==> images/clk_routes.png <==
(4 px per µm)
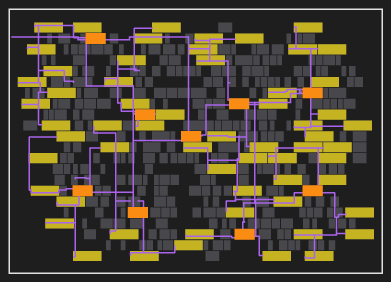
==> images/layer_met1.png <==
(3 px per µm) Supply wires on this layer in gray.
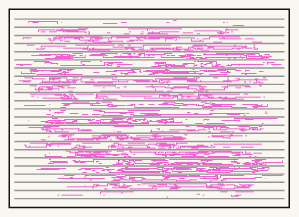
==> images/layer_met3.png <==
(4 px per µm) Cells faint in the background.
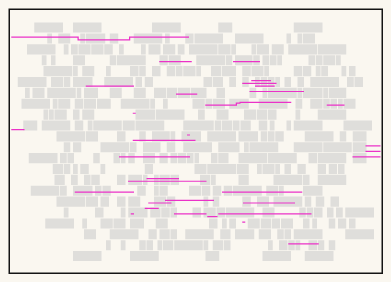
==> images/cell_density.png <==
(4 px per µm) 9 x 7 tiles, from white (low) to dark blue (high), 0 to 100% covered.
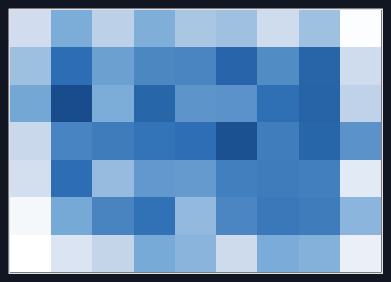
==> images/clocks.png <==
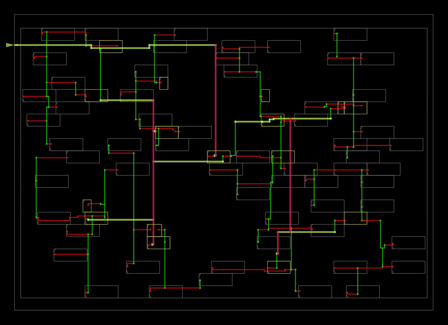
### src/rtl/key_debounce_module.sv
// Debouncer for one active-low push button: 2-flop synchroniser, filter FSM,
// registered level output plus press / release / long-press strobes.
module key_debounce_module #(
    parameter int T10MS = 500_000,
    parameter int T1S   = 50_000_000,
    parameter int CNT_W = 26
) (
    input  logic CLK,
    input  logic RST,
    input  logic KEY_In,
    output logic KEY_State,
    output logic KEY_Press,
    output logic KEY_Release,
    output logic KEY_Long
);

    typedef enum logic [1:0] {IDLE, PRESS_FILT, DOWN, REL_FILT} state_t;

    localparam logic [CNT_W-1:0] FILT_MAX = CNT_W'(T10MS - 1);
    localparam logic [CNT_W-1:0] LONG_MAX = CNT_W'(T1S - 1);
    localparam logic [CNT_W-1:0] LONG_PRE = CNT_W'(T1S - 2);

    logic [1:0]       sync_q;
    state_t           state_q, state_d;
    logic [CNT_W-1:0] cnt_q, cnt_d;
    logic [CNT_W-1:0] lcnt_q, lcnt_d;
    logic             key_state_q, key_state_d;
    logic             press_q, press_d;
    logic             release_q, release_d;
    logic             long_q, long_d;
    logic             key_s;

    assign key_s = sync_q[1];

    always_ff @(posedge CLK) begin
        if (RST) begin
            sync_q      <= 2'b11;
            state_q     <= IDLE;
            cnt_q       <= '0;
            lcnt_q      <= '0;
            key_state_q <= 1'b0;
            press_q     <= 1'b0;
            release_q   <= 1'b0;
            long_q      <= 1'b0;
        end else begin
            sync_q      <= {sync_q[0], KEY_In};
            state_q     <= state_d;
            cnt_q       <= cnt_d;
            lcnt_q      <= lcnt_d;
            key_state_q <= key_state_d;
            press_q     <= press_d;
            release_q   <= release_d;
            long_q      <= long_d;
        end
    end

    always_comb begin
        state_d = state_q;
        cnt_d   = cnt_q;
        lcnt_d  = lcnt_q;
        case (state_q)
            IDLE: begin
                if (!key_s) begin
                    state_d = PRESS_FILT;
                    cnt_d   = '0;
                end
            end
            PRESS_FILT: begin
                if (key_s) begin
                    state_d = IDLE;
                end else if (cnt_q == FILT_MAX) begin
                    state_d = DOWN;
                    lcnt_d  = '0;
                end else begin
                    cnt_d = cnt_q + CNT_W'(1);
                end
            end
            DOWN: begin
                // lcnt saturates at T1S-1 so the long strobe cannot repeat
                if (key_s) begin
                    state_d = REL_FILT;
                    cnt_d   = '0;
                end else if (lcnt_q != LONG_MAX) begin
                    lcnt_d = lcnt_q + CNT_W'(1);
                end
            end
            REL_FILT: begin
                if (!key_s) begin
                    state_d = DOWN;
                end else if (cnt_q == FILT_MAX) begin
                    state_d = IDLE;
                end else begin
                    cnt_d = cnt_q + CNT_W'(1);
                end
            end
            default: state_d = IDLE;
        endcase
    end

    // Long strobe fires on the edge where lcnt reaches T1S-1 (T1S-1 held cycles in DOWN)
    always_comb begin
        key_state_d = (state_d == DOWN) || (state_d == REL_FILT);
        press_d     = (state_q == PRESS_FILT) && (state_d == DOWN);
        release_d   = (state_q == REL_FILT) && (state_d == IDLE);
        long_d      = (state_q == DOWN) && !key_s && (lcnt_q == LONG_PRE);
    end

    assign KEY_State   = key_state_q;
    assign KEY_Press   = press_q;
    assign KEY_Release = release_q;
    assign KEY_Long    = long_q;

endmodule

### config.mk
export PLATFORM = sky130hd
export DESIGN_NAME = key_debounce_module
export DESIGN_NICKNAME = d
export VERILOG_FILES = /design/src/rtl/key_debounce_module.sv
export SDC_FILE = /design/constraint.sdc
export NUM_CORES = 1
export LEC_CHECK = 0
export CAP_MARGIN = 20
export CORE_ASPECT_RATIO = 0.7
export CORE_UTILIZATION = 50
export CTS_CLUSTER_SIZE = 12
export DETAILED_ROUTE_END_ITERATION = 10
export PLACE_DENSITY = 0.67
export SETUP_SLACK_MARGIN = 0.1
export SKIP_LAST_GASP = 1
export SYNTH_ARGS = -nofsm -noshare
export SYNTH_HDL_FRONTEND = slang
export SYNTH_SLANG_ARGS = --single-unit
### constraint.sdc
create_clock -name CLK -period 5.1 [get_ports CLK]
set_input_delay 1.02 -clock CLK [delete_from_list [all_inputs] [get_ports CLK]]
set_output_delay 1.02 -clock CLK [all_outputs]
set_load 0.02 [all_outputs]
==> metrics.yaml <==
status:
  outcome: "finished, final reports clean"
power_and_ir_drop:
  power_density_nw_per_um2: 275
  pwr-share-seq_pct: 53.7
  clkPwrFrac_pct: 44.4
  pg_comb_mw: 0.0167
  p_sw_share_pct: 23.0
  p_int_mw: 0.676
  vdd_drop_max_mv: 0.138
  p_leak_nw: 1.04
  p_seq_mw: 0.471
  p_comb_share_pct: 1.9
  top_power_group: "sequential cells"
  power.switching_mw: 0.202
  p_total_mw: 0.877
floorplanning:
  core-area_um2: 5400
  fp-utilization_pct: 53.5
  io_pins: 7
  chipArea_um2: 6090
  die_h_um: 65.6
  die_w_um: 92.9
  rows: 22
timing:
  tns_ns: 0
  holdWs_ns: 0.418
  worst_pin_slew_ns: 0.935
  max-slew-margin-rel_pct: 37.4
  max_freq_ghz: 0.387
  period_used_pct: 50.7
  slew_violations: 0
  hold_violations: 0
  post-route-min-period_ns: 2.58
  setup_violations: 0
synth:
  ys_sh_aoi_pct: 10.6
  syn-num-nets: 343
  mux_share_pct: 0
  ys_seq_share_pct: 41.6
  syn_area_per_cell_um2: 8.57
  synth_top_flop_cell: "dfxtp_1"
  async_flop_share_pct: 0
  top_cells_by_count: "60 x dfxtp_1, 38 x nor2_1, 31 x xor2_1"
  logic_family: "simple AND/OR/NAND/NOR gates"
  most_common_cell: "dfxtp_1"
  top_area_share_pct: 41.6
  synth.distinct_cells: 44
  xor_area_share_pct: 10.0
  synth-edff-count: 0
  yosys_area_um2: 2890
  synth_warnings: 0
  synth_area_um2: 2890
  top_cells_by_area: "dfxtp_1 42%, xor2_1 9.4%, nor2_1 4.9%, nand3_1 4.2%, nand4_1 3.7%"
  yosysTopAreaCell: "dfxtp_1"
  adder_share_pct: 1.30
  ys.flops: 60
placement:
  io_buffer_count: 6
  routabilityCongestion: 0.880
  dp.final_hpwl_um: 4190
run:
  maxCapViolations: 0
  warnings: 27
grt:
  globalRouteMet2Util_pct: 29.8
  grt.busiest_layer: "met1"
  grt_pass1_vias: 2215
  overflow: 0
  grt_start_max_net_pins: 27
  grtUsageTotal_pct: 22.7
  antenna_found_initial: 0
  use_met3_pct: 7.06
  grt_pass1_wl_um: 10600
min_path:
  hold_path_class: "reg2reg"
  min_from: "sync_q[0]"
drt:
  ant_nets: 0
  drtPass1Iterations: 4
  vias: 2460
  wl_met1_um: 3400
  remaining_drc_errors: 0
  met3_length_um: 318
  drtIter0Drc: 140
  wl_met2_um: 2380
  routed_via_density: 5.83
  top_layer_used: "met4"
setup_path:
  worstPathArrival_ns: 2.81
  critPathMaxFanout: 24
  r2r_slack_ns: 2.52
  cp-start-kind: "flop"
  cp-end-kind: "flop"
  cp.required_ns: 5.33
  crit_start: "cnt_q[9]"
  crit_path_end: "lcnt_q[20]"
clock_network:
  cts_tree: "built"
  htreeDepth: 3
  cts_buffer_depth: 2
  cts_setup_buffers: 0
  root_buffer: "clkbuf_8"
  path_clk_slew_ns: 0.07
  cts_hold_buffers: 0
layout:
  area_delta_synth_final_pct: 10.4
  drive_gt1_share_pct: 9.14
  reg_top3: "cnt_q x26, lcnt_q x26"
  antennaDiodeCount: 0
  final_cells: 422
  layout_top_cell: "dfxtp_1"
About clk_routes.png:
- clock wires: purple (length 822 µm)
- clock drivers: orange (count 9)
- flip-flops: yellow (count 60)
- routed clock nets: 10

About layer_met1.png:
- wire length on this layer: 3400 µm
- nets with wire on the layer: 334
- longest straight run: 23.9 µm
- share of all routed wire: 55%
- main direction: horizontal

About layer_met3.png:
- nets with wire on the layer: 24
- wire length on this layer: 319 µm
- longest straight run: 23.0 µm
- main direction: horizontal
- share of all routed wire: 5.2%

About cell_density.png:
- nearly empty tiles: 3.2%
- mean over tiles: 51%
- tiles over 75% full: 14%
- fullest tile: 89%
- densest ninth of the die: center

About clocks.png:
clock skew: 0.00965 ns
Clock group: 0.390 mW
Clock Sink Count: 60
clk_lat worst skew: 0.34 ns
Clock Buffer Count: 12

==> per-stage QoR <==
step	worst slack (ns)	instance area, µm²	util, %
2_1_floorplan	2.67	2890	-
3_3_place_gp	2.00	3000	55.5
3_5_place_dp	1.93	3000	55.5
4_1_cts	1.95	3170	58.8
5_1_grt	2.32	3190	59.1
6_report	2.52	3190	59.1
==> worst max-delay path, cell delays in order (launching register included) <==
cell     delay [ns]
dfxtp_1        0.36
or4b_1         0.58
or4_1          0.42
or4_4          0.55
o31ai_4        0.26
buf_8          0.24
a21oi_1        0.07
==> final cells by class <==
class | instances | area [µm²]
well taps | 72 | 90.1
clock buffers | 12 | 155
fillers | 526 | 2210
repair buffers | 10 | 97.6
multi-input cells | 258 | 1600
inverters | 6 | 22.5
flip-flops and latches | 60 | 1200
clock inverters | 4 | 23.8
Power and IR drop assume default switching activity.
